[src/rtl/cpu_pkg.sv]
// Shared definitions for the ARM-subset core: NZCV bit positions, datapath
// defaults and the EXE_CMD encodings produced by the decoder.
package cpu_pkg;

  localparam int DEF_DATA_W     = 32;
  localparam int DEF_REG_ADDR_W = 4;

  localparam int STATUS_N = 3;
  localparam int STATUS_Z = 2;
  localparam int STATUS_C = 1;
  localparam int STATUS_V = 0;

  // Several mnemonics share an ALU op (CMP=SUB, TST=AND, LDR/STR=ADD), so these
  // are plain constants rather than an enum.
  localparam logic [3:0] EXE_MOV = 4'b0001;
  localparam logic [3:0] EXE_MVN = 4'b1001;
  localparam logic [3:0] EXE_ADD = 4'b0010;
  localparam logic [3:0] EXE_ADC = 4'b0011;
  localparam logic [3:0] EXE_SUB = 4'b0100;
  localparam logic [3:0] EXE_SBC = 4'b0101;
  localparam logic [3:0] EXE_AND = 4'b0110;
  localparam logic [3:0] EXE_ORR = 4'b0111;
  localparam logic [3:0] EXE_EOR = 4'b1000;
  localparam logic [3:0] EXE_CMP = 4'b0100;
  localparam logic [3:0] EXE_TST = 4'b0110;
  localparam logic [3:0] EXE_LDR = 4'b0010;
  localparam logic [3:0] EXE_STR = 4'b0010;

endpackage

[src/rtl/status_register.sv]
// Architectural NZCV storage: whole-nibble write with enable, synchronous reset.
module status_register (
  input  logic       clk,
  input  logic       rst,
  input  logic       we,
  input  logic [3:0] d,
  output logic [3:0] q
);

  always_ff @(posedge clk) begin
    if (rst)     q <= 4'b0000;
    else if (we) q <= d;
  end

endmodule

[src/rtl/exe_mem_stage_reg.sv]
// EXE->MEM pipeline register with NZCV status register, freeze/flush control
// and a saturating stall-cycle counter.
module exe_mem_stage_reg
  import cpu_pkg::*;
#(
  parameter int DATA_W     = DEF_DATA_W,
  parameter int REG_ADDR_W = DEF_REG_ADDR_W,
  parameter int CNT_W      = 16
) (
  input  logic                  clk,
  input  logic                  rst,
  input  logic                  freeze,
  input  logic                  flush,
  input  logic                  valid_in,
  input  logic                  wb_en_in,
  input  logic                  mem_r_en_in,
  input  logic                  mem_w_en_in,
  input  logic                  s_bit_in,
  input  logic [REG_ADDR_W-1:0] dest_in,
  input  logic [DATA_W-1:0]     alu_res_in,
  input  logic [DATA_W-1:0]     st_val_in,
  input  logic [3:0]            status_in,
  output logic                  valid_out,
  output logic                  wb_en_out,
  output logic                  mem_r_en_out,
  output logic                  mem_w_en_out,
  output logic [REG_ADDR_W-1:0] dest_out,
  output logic [DATA_W-1:0]     alu_res_out,
  output logic [DATA_W-1:0]     st_val_out,
  output logic [3:0]            status_reg,
  output logic                  carry_out,
  output logic [CNT_W-1:0]      stall_cycles
);

  logic status_we;

  // Flags only move for a live S-instruction that actually advances.
  assign status_we = valid_in & s_bit_in & ~freeze & ~flush;

  status_register u_status (
    .clk (clk),
    .rst (rst),
    .we  (status_we),
    .d   (status_in),
    .q   (status_reg)
  );

  assign carry_out = status_reg[STATUS_C];

  always_ff @(posedge clk) begin
    if (rst) begin
      valid_out    <= 1'b0;
      wb_en_out    <= 1'b0;
      mem_r_en_out <= 1'b0;
      mem_w_en_out <= 1'b0;
      dest_out     <= '0;
      alu_res_out  <= '0;
      st_val_out   <= '0;
      stall_cycles <= '0;
    end else if (freeze) begin
      if (stall_cycles != {CNT_W{1'b1}}) stall_cycles <= stall_cycles + 1'b1;
    end else if (flush) begin
      valid_out    <= 1'b0;
      wb_en_out    <= 1'b0;
      mem_r_en_out <= 1'b0;
      mem_w_en_out <= 1'b0;
      dest_out     <= '0;
      alu_res_out  <= '0;
      st_val_out   <= '0;
    end else begin
      // Control bits are gated by valid so a dead slot never writes anything.
      valid_out    <= valid_in;
      wb_en_out    <= wb_en_in & valid_in;
      mem_r_en_out <= mem_r_en_in & valid_in;
      mem_w_en_out <= mem_w_en_in & valid_in;
      dest_out     <= dest_in;
      alu_res_out  <= alu_res_in;
      st_val_out   <= st_val_in;
    end
  end

endmodule

[config.mk]
export PLATFORM = sky130hd
export DESIGN_NAME = exe_mem_stage_reg
export DESIGN_NICKNAME = d
export VERILOG_FILES = /design/src/rtl/cpu_pkg.sv /design/src/rtl/status_register.sv /design/src/rtl/exe_mem_stage_reg.sv
export SDC_FILE = /design/constraint.sdc
export NUM_CORES = 1
export LEC_CHECK = 0
export ABC_AREA = 1
export CAP_MARGIN = 20
export CORE_AREA = 2 2 94 96
export CTS_CLUSTER_SIZE = 30
export DETAILED_ROUTE_END_ITERATION = 8
export DIE_AREA = 0 0 96 98
export PLACE_DENSITY_LB_ADDON = 0.15
export RECOVER_POWER = 25
export SLEW_MARGIN = 20
export SYNTH_ARGS = -nofsm -noshare
export SYNTH_HDL_FRONTEND = slang
export SYNTH_HIERARCHICAL = 1
export SYNTH_SLANG_ARGS = --single-unit
[constraint.sdc]
create_clock -name clk -period 2.95 [get_ports clk]
set_input_delay 0.4425 -clock clk [delete_from_list [all_inputs] [get_ports clk]]
set_output_delay 0.4425 -clock clk [all_outputs]
set_load 0.02 [all_outputs]
Fig. 1: signal wires on met1
Bar = 20 microns. Supply wires on this layer in gray.
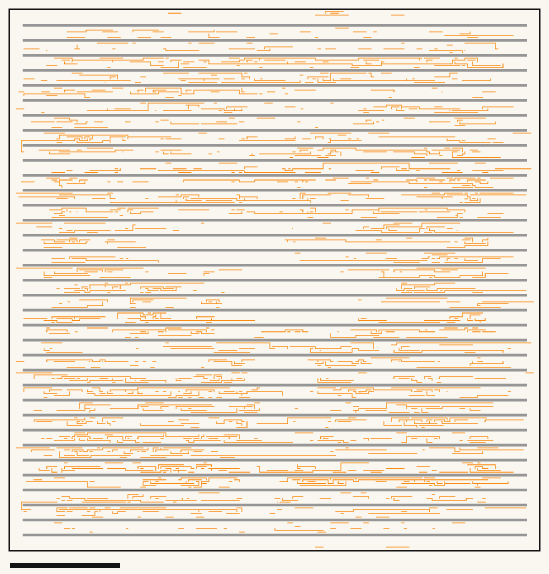
longest straight run: 32.2 microns
nets with wire on the layer: 638
main direction: horizontal

==> results_dict.tcl <==
# place-and-route summary
set metrics [dict create \
    run_status "finished clean" \
    final_period_utilization_pct 63.34 \
    top_pwr_grp "sequential cells" \
    comb_cell_power_mw 0.358 \
    maximum_clock_rate_ghz 0.5352 \
    power_frac_comb_pct 14.6 \
    routed_via_density 4.736 \
    fillers 753 \
    cts_setup_buffers 0 \
    worstHoldEndpoint "st_val_out[16]" \
    post_synth_num_cell_types 18 \
    post_synth_inst_count 497 \
    critical_path_peak_fanout 5 \
    clockNetworkPower_mw 0.793 \
    seq_power_share_pct 53.1 \
    clkSinkCount 92 \
    post_synthesis_cell_type_with_the_largest_combined_area "dfxtp_1" \
    grt_max_degree 58 \
    capture_instance_of_the_worst_register_to_register_path "stall_cycles[11]" \
    holdCritStartpoint "st_val_out[16]" \
    reg2reg_from "stall_cycles[0]" \
    antenna-diode-count 0 \
    max_cap_violations 0 \
    layout-drive-gt1-share_pct 4.539 \
    power.density_mw_per_mm2 446.6 \
    io_buffer_count 173 \
    ys_sh_mux_pct 0 \
    final_layout_top_logic_cell "nand2_1" \
    synth-cells-yosys 497 \
    dr_vias 3642 \
    timing.critical_path.cells "clkdlybuf4s50_1" \
    grt_setup_unrepaired "no" \
    tally_of_yosys_warning_messages 6 \
    worst_slew_pin_slew_ps 674.2 \
    place.detailed.hpwl_mm 6.888 \
    ys_sh_adder_pct 0.3501 \
    max-slew-margin-rel_pct 55.06 \
    cts-buffers-inserted 9 \
    dr.first_iter.drc_count 98 \
    critical_path_buf_inv_count 1 \
    layout-area-overhead-vs-synth_pct 53.85 \
    cts-htree-levels 3 \
    crit_end "stall_cycles[2]" \
    worstSetupPathType "reg -> out" \
    cell_area_synth_sq_mm 0.003573 \
    first_global_vias 3280 \
    cts-resized-gates 0 \
    die_h_microns 98 \
    cts-hold-fix-buffers 0 \
    logic_family "simple AND/OR/NAND/NOR gates" \
    synth.ff_latch_count 92 \
    postSynthNetCount 579 \
    path_delay_family "buffers and inverters" \
    cts.root.buffer_cell "clkbuf_8" \
]
Fig. 2: the metal 2 layer
Bar = 20 microns.
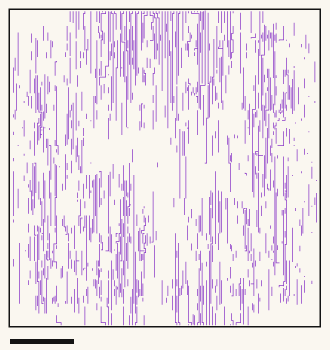
main direction: vertical
longest straight run: 39.8 microns
nets with wire on the layer: 579
share of all routed wire: 47%

## through the flow
step	instance area [sq um]	total power, mW
2_1_floorplan	3573	1.487
3_3_place_gp	5319	1.692
3_5_place_dp	5319	1.698
4_1_cts	5505	2.489
5_1_grt	5498	2.564
6_report	5498	2.456
## sequential cells by signal, summed over array words and instances (netlist names)
name          count
u_status/q        4
st_val_out       32
stall_cycles     16
alu_res_out      32
valid_out         1
dest_out          4
mem_w_en_out      1
wb_en_out         1
mem_r_en_out      1
## synth_stat cells
| cell | n |
|---|---|
| a21oi_1 | 82 |
| buf_1 | 4 |
| buf_2 | 18 |
| buf_4 | 1 |
| buf_6 | 1 |
| clkbuf_1 | 4 |
| dfxtp_1 | 92 |
| ha_1 | 1 |
| inv_1 | 21 |
| inv_2 | 2 |
| nand2_1 | 196 |
| nand2_2 | 1 |
| nand3_1 | 17 |
| nand4_2 | 1 |
| nor2_1 | 45 |
| nor2_2 | 6 |
| nor2_4 | 2 |
| nor3_1 | 3 |
## area by class of cell
| class | instances | area, sq um | share of cell area [%] |
|---|---|---|---|
| clock buffers | 10 | 137.6 | 2.503 |
| clock inverters | 6 | 48.80 | 0.8876 |
| inverters | 23 | 86.33 | 1.570 |
| multi-input cells | 354 | 1504 | 27.36 |
| flip-flops and latches | 92 | 1842 | 33.50 |
| well taps | 108 | 135.1 | 2.458 |
| repair buffers | 176 | 1744 | 31.73 |
## per-layer routing
layer	track usage, %	wire, microns
met2	33.60	4555
met3	6.713	872
met4	6.593	140
met5	0	0
met1	25.13	4223
## tightest hold or removal path, cell delays in order, from the launching register on
cell and delay, ps:
dfxtp_1 320, nand2_1 60, a21oi_1 50
No activity file was given, so power comes from the tool's default toggle rates.
